[src/rtl/time_report_pkg.sv]
// time_report_pkg: shared state encoding and ASCII constants for the time report serializer.
package time_report_pkg;
    typedef enum logic [1:0] {IDLE, SEND, WAIT_BUSY, WAIT_DONE} state_t;
    localparam int MSG_LEN = 7;
    localparam logic [7:0] DIGIT_BASE = 8'h30;
    localparam logic [7:0] DASH       = 8'h2D;
    localparam logic [7:0] CR         = 8'h0D;
    localparam logic [7:0] LF         = 8'h0A;
endpackage

[src/rtl/bin_to_ascii2.sv]
// bin_to_ascii2: 6-bit value to two ASCII digits, or "--" when the value exceeds MAX.
module bin_to_ascii2 import time_report_pkg::*; #(
    parameter logic [5:0] MAX = 6'd59
) (
    input  logic [5:0] value,
    output logic [7:0] tens_char,
    output logic [7:0] ones_char
);
    logic [2:0] tens;
    logic [3:0] ones;
    always_comb begin
        tens = value >= 6'd60 ? 3'd6 : value >= 6'd50 ? 3'd5 : value >= 6'd40 ? 3'd4 :
               value >= 6'd30 ? 3'd3 : value >= 6'd20 ? 3'd2 : value >= 6'd10 ? 3'd1 : 3'd0;
        ones = 4'(value - 6'(tens) * 6'd10);
        tens_char = value > MAX ? DASH : DIGIT_BASE + {5'd0, tens};
        ones_char = value > MAX ? DASH : DIGIT_BASE + {4'd0, ones};
    end
endmodule

[src/rtl/time_report_tx.sv]
// time_report_tx: sends "HH:MM\r\n" to UartTx one byte per start/ready handshake.
// Define AUTO_REPORT_EN to also start a report on every minutes change.
module time_report_tx import time_report_pkg::*; #(
    parameter int         ReadyTimeout = 16,
    parameter logic [7:0] Separator    = 8'h3A
) (
    input  logic       clock,
    input  logic       reset,
    input  logic       request,
    input  logic [5:0] hours,
    input  logic [5:0] minutes,
    input  logic       uartReady,
    output logic       startTransmission,
    output logic [7:0] dataBits,
    output logic       busy,
    output logic       done,
    output logic       timeoutError
);
    localparam int CW = $clog2(ReadyTimeout + 1);
    state_t state_q, state_d;
    logic [2:0] index_q, index_d;
    logic [CW-1:0] count_q, count_d;
    logic [5:0] hours_q, hours_d, minutes_q, minutes_d;
    logic start_d, busy_d, done_d, error_d;
    logic [7:0] data_d, h_tens, h_ones, m_tens, m_ones, msg_byte;
    logic trigger;
    bin_to_ascii2 #(.MAX(6'd23)) u_hours (.value(hours_q), .tens_char(h_tens), .ones_char(h_ones));
    bin_to_ascii2 #(.MAX(6'd59)) u_minutes (.value(minutes_q), .tens_char(m_tens), .ones_char(m_ones));
    always_comb
        msg_byte = index_q == 3'd0 ? h_tens : index_q == 3'd1 ? h_ones : index_q == 3'd2 ? Separator :
                   index_q == 3'd3 ? m_tens : index_q == 3'd4 ? m_ones : index_q == 3'd5 ? CR : LF;
`ifdef AUTO_REPORT_EN
    // primed_q suppresses a spurious report from the reset value of the history register
    logic [5:0] min_prev_q;
    logic pending_q, pending_d, primed_q, changed;
    always_comb begin
        changed = primed_q && (minutes != min_prev_q);
        trigger = request || pending_q || changed;
        pending_d = state_q == IDLE ? 1'b0 : pending_q || changed;
    end
    always_ff @(posedge clock or negedge reset) begin
        if (!reset) begin
            min_prev_q <= '0;
            pending_q  <= 1'b0;
            primed_q   <= 1'b0;
        end else begin
            min_prev_q <= minutes;
            pending_q  <= pending_d;
            primed_q   <= 1'b1;
        end
    end
`else
    always_comb trigger = request;
`endif
    always_comb begin
        state_d   = state_q;
        index_d   = index_q;
        count_d   = count_q;
        hours_d   = hours_q;
        minutes_d = minutes_q;
        start_d   = 1'b0;
        data_d    = dataBits;
        busy_d    = busy;
        done_d    = 1'b0;
        error_d   = timeoutError;
        case (state_q)
            IDLE: if (trigger) begin
                hours_d   = hours;
                minutes_d = minutes;
                index_d   = '0;
                busy_d    = 1'b1;
                error_d   = 1'b0;
                state_d   = SEND;
            end
            SEND: if (uartReady) begin
                data_d  = msg_byte;
                start_d = 1'b1;
                count_d = '0;
                state_d = WAIT_BUSY;
            end
            WAIT_BUSY: if (!uartReady) begin
                state_d = WAIT_DONE;
            end else if (count_q == CW'(ReadyTimeout - 1)) begin
                error_d = 1'b1;
                busy_d  = 1'b0;
                state_d = IDLE;
            end else begin
                count_d = count_q + 1'b1;
            end
            WAIT_DONE: if (uartReady) begin
                if (index_q == 3'(MSG_LEN - 1)) begin
                    done_d  = 1'b1;
                    busy_d  = 1'b0;
                    state_d = IDLE;
                end else begin
                    index_d = index_q + 3'd1;
                    state_d = SEND;
                end
            end
            default: state_d = IDLE;
        endcase
    end
    always_ff @(posedge clock or negedge reset) begin
        if (!reset) begin
            state_q           <= IDLE;
            index_q           <= '0;
            count_q           <= '0;
            hours_q           <= '0;
            minutes_q         <= '0;
            startTransmission <= 1'b0;
            dataBits          <= 8'h00;
            busy              <= 1'b0;
            done              <= 1'b0;
            timeoutError      <= 1'b0;
        end else begin
            state_q           <= state_d;
            index_q           <= index_d;
            count_q           <= count_d;
            hours_q           <= hours_d;
            minutes_q         <= minutes_d;
            startTransmission <= start_d;
            dataBits          <= data_d;
            busy              <= busy_d;
            done              <= done_d;
            timeoutError      <= error_d;
        end
    end
endmodule

[config.mk]
export PLATFORM = sky130hd
export DESIGN_NAME = time_report_tx
export DESIGN_NICKNAME = d
export VERILOG_FILES = /design/src/rtl/time_report_pkg.sv /design/src/rtl/bin_to_ascii2.sv /design/src/rtl/time_report_tx.sv
export SDC_FILE = /design/constraint.sdc
export NUM_CORES = 1
export LEC_CHECK = 0
export CAP_MARGIN = 20
export CORE_MARGIN = 5
export CORE_UTILIZATION = 40
export CTS_CLUSTER_SIZE = 28
export DETAILED_ROUTE_END_ITERATION = 16
export GPL_ROUTABILITY_DRIVEN = 1
export HOLD_SLACK_MARGIN = 0.12
export SYNTH_ARGS = -nofsm -noshare
export SYNTH_HDL_FRONTEND = slang
export SYNTH_HIERARCHICAL = 1
export SYNTH_SLANG_ARGS = --single-unit
[constraint.sdc]
create_clock -name clock -period 2.9 [get_ports clock]
set_clock_uncertainty 0.05 [all_clocks]
set_input_delay 0.435 -clock clock [delete_from_list [all_inputs] [get_ports clock]]
set_output_delay 0.435 -clock clock [all_outputs]
set_load 0.03 [all_outputs]
class_map.png
Scale bar: 20 um.
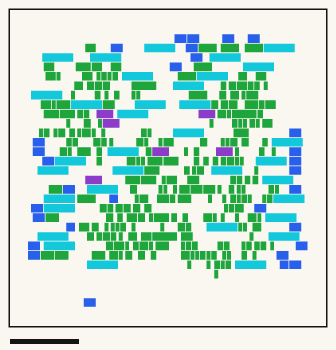
- remaining buffers and delay cells: blue (cells 30)
- clock drivers and dummy loads: purple (cells 6)
- remaining logic cells: green (cells 249)
- registers: cyan (cells 34)

gates.png
Scale bar: 20 um.
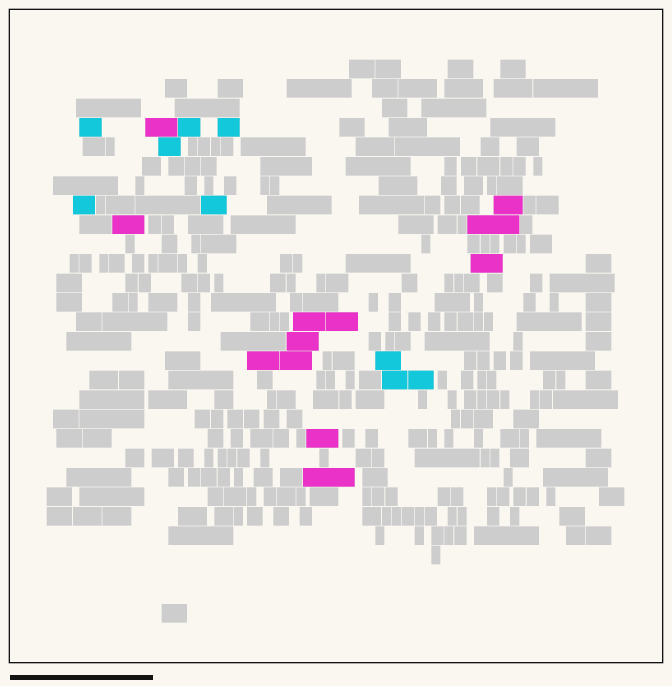
- non-inverting ao/oa cells: cyan (cells 9)
- fa/ha/maj cells: magenta (cells 12)

==> results.ini <==
[clocking]
hold_buffers=0
cts_setup_buffers=0
clock-sinks=34
cts_buffers=5
clk_latency_ns=0.27

[finish]
nets=347
n_antenna_cell=0
synthToLayoutAreaGrowth_pct=9.910
stdcell_area_sq_um=2900
regArea_sq_um=850.8

[detailed_routing]
drtAntennaViolNets=0
routed_wl_mm=5.276
drt-wirelength-per-cell_um=13.32
post-route-drc-count=0
route.vias.total=2083
vias_per_cell=5.260

[power_and_ir_drop]
power_frac_comb_pct=58.8
power_frac_seq_pct=30.8
power.density_nw_per_um2=1141
peakVddDrop_uv=528.9

[die]
die_area_sq_um=8321
core_region_area_sq_um=6386
die_w_um=91.22
io_pins=28

[worst_setup_path]
critical_path_required_ns=3.06
path_cells=and2b_2, a21oi_1, or3_1, and3_1, ha_1, inv_1, fa_1, o31ai_1, nor2_1, a32oi_1, o22ai_1, a21oi_1
startpoint_type=flop
end_kind=flop
cpPeakStageDelay_ns=0.49
worst-setup-path-type=flop to flop

[global_route]
grt_max_degree=35
first_global_vias=1924
track_usage_pct=12.90
grt_pass1_wl_mm=9.135
grt_overflow=0

[hold_path]
holdPathStages=2

[final_timing]
rsz0062_at_grt=no
maxSlewViolCount=0
fmax_mhz=375.1
finalCriticalPeriod_ns=2.666
holdWs_ns=0.4335
fin_crit_sh_pct=91.93
setup_viol=0

[synth]
topCellsByArea=dfrtp_1 (32%), a21oi_1 (5.7%), buf_4 (5.7%)
synth_area_sq_um=2639
synth_top_area_share_pct=32.24
flop_cell=dfrtp_1
postSynthCellCount=307

[outcome]
status=finished clean

[placement]
placed_cells=390

through the flow:
stage / worst slack, ns / power, W / utilization, %
global placement: 0.3640 / 0.002944 / 44.12
detailed placement: 0.2729 / 0.002969 / 44.12
CTS: 0.2602 / 0.003334 / 45.42
floorplan: 0.4644 / 0.002616 / -
global route: 0.03455 / 0.003647 / 45.42
finish: 0.2341 / 0.003309 / 45.42
worst paths after layout:
check,startpoint,to,slack (ns)
hold reg to reg,dataBits[6],dataBits[6],0.43
hold / removal,dataBits[6],dataBits[6],0.43
max in group asynchronous,reset,minutes_q[1],1.94
setup / recovery,minutes_q[3],dataBits[3],0.23
min in group asynchronous,reset,dataBits[6],0.52
setup reg to reg,minutes_q[3],dataBits[3],0.23
critical path, delay by kind of cell, from the launching register on:
kind | cells | cell delay [ns]
flip-flops | 1 | 0.49
adder cells (fa/ha/maj) | 2 | 0.53
AND/OR/NAND/NOR | 4 | 0.61
AND-OR/OR-AND | 5 | 0.88
buffers and inverters | 1 | 0.05
cell usage in the layout (no fill, tap or decap), types with 5 or more instances in the layout:
master / count
a21oi_1: 30
a22o_1: 5
clkbuf_8: 6
clkdlybuf4s50_1: 27
conb_1: 12
dfrtp_1: 34
ha_1: 9
inv_1: 20
mux2_2: 6
mux2_4: 7
nand2_1: 27
nand2b_1: 8
nor2_1: 21
nor2b_1: 8
nor3_1: 6
o21ai_0: 19
cells in the mapped netlist, types with 6 or more instances:
cell type and number:
mux2_2 6, buf_2 6, nand2b_1 8, o21ai_0 19, a21oi_1 30, nor3_1 6, ha_1 9, nor2b_1 8
inv_1 20, nand2_1 27, nor2_1 21, mux2_4 7, buf_4 20, dfrtp_1 34
power groups by stage:
stage	combinational [W]	sequential [W]	clock, W
after detailed placement	0.00194	0.00103	0
after CTS	0.00195	0.00102	0.000362
after global placement	0.00193	0.00102	0
final	0.00195	0.00102	0.000341
after global routing	0.00220	0.00107	0.000373
after floorplan	0.00167	0.000951	0
cell families after synthesis:
kind of cell | after synthesis | share of synthesized area [%]
AOI/OAI and AO/OA | 88 | 21.15
muxes | 15 | 7.302
adders and majority gates | 12 | 6.212
DFF | 34 | 32.24
other | 4 | 0.5688
buffers and inverters | 55 | 12.38
and+or+nand+nor | 98 | 19.82
xor gates and xnor gates | 1 | 0.3320
layout make-up:
type | instances | area share (%)
Tap cell | 77 | 3.322
Sequential cell | 34 | 29.34
Inverter | 23 | 2.977
Timing Repair Buffer | 30 | 10.09
Multi-Input combinational cell | 226 | 51.42
Clock buffer | 6 | 2.847
routing by layer:
layer	vias up	track usage, %	routed length, um
li1	1067	-	-
met1	973	18.79	2724
met2	41	19.59	2307
met3	2	2.810	217
met4	0	2.812	26
met5	-	0	0
sequential cells by signal, indices dropped and copies added (netlist names):
name and cells:
hours_q 6, startTransmission 1, count_q 5, busy 1
done 1, state_q 2, minutes_q 6, dataBits 8
index_q 3, timeoutError 1
Power is estimated from default activity; no workload was simulated.
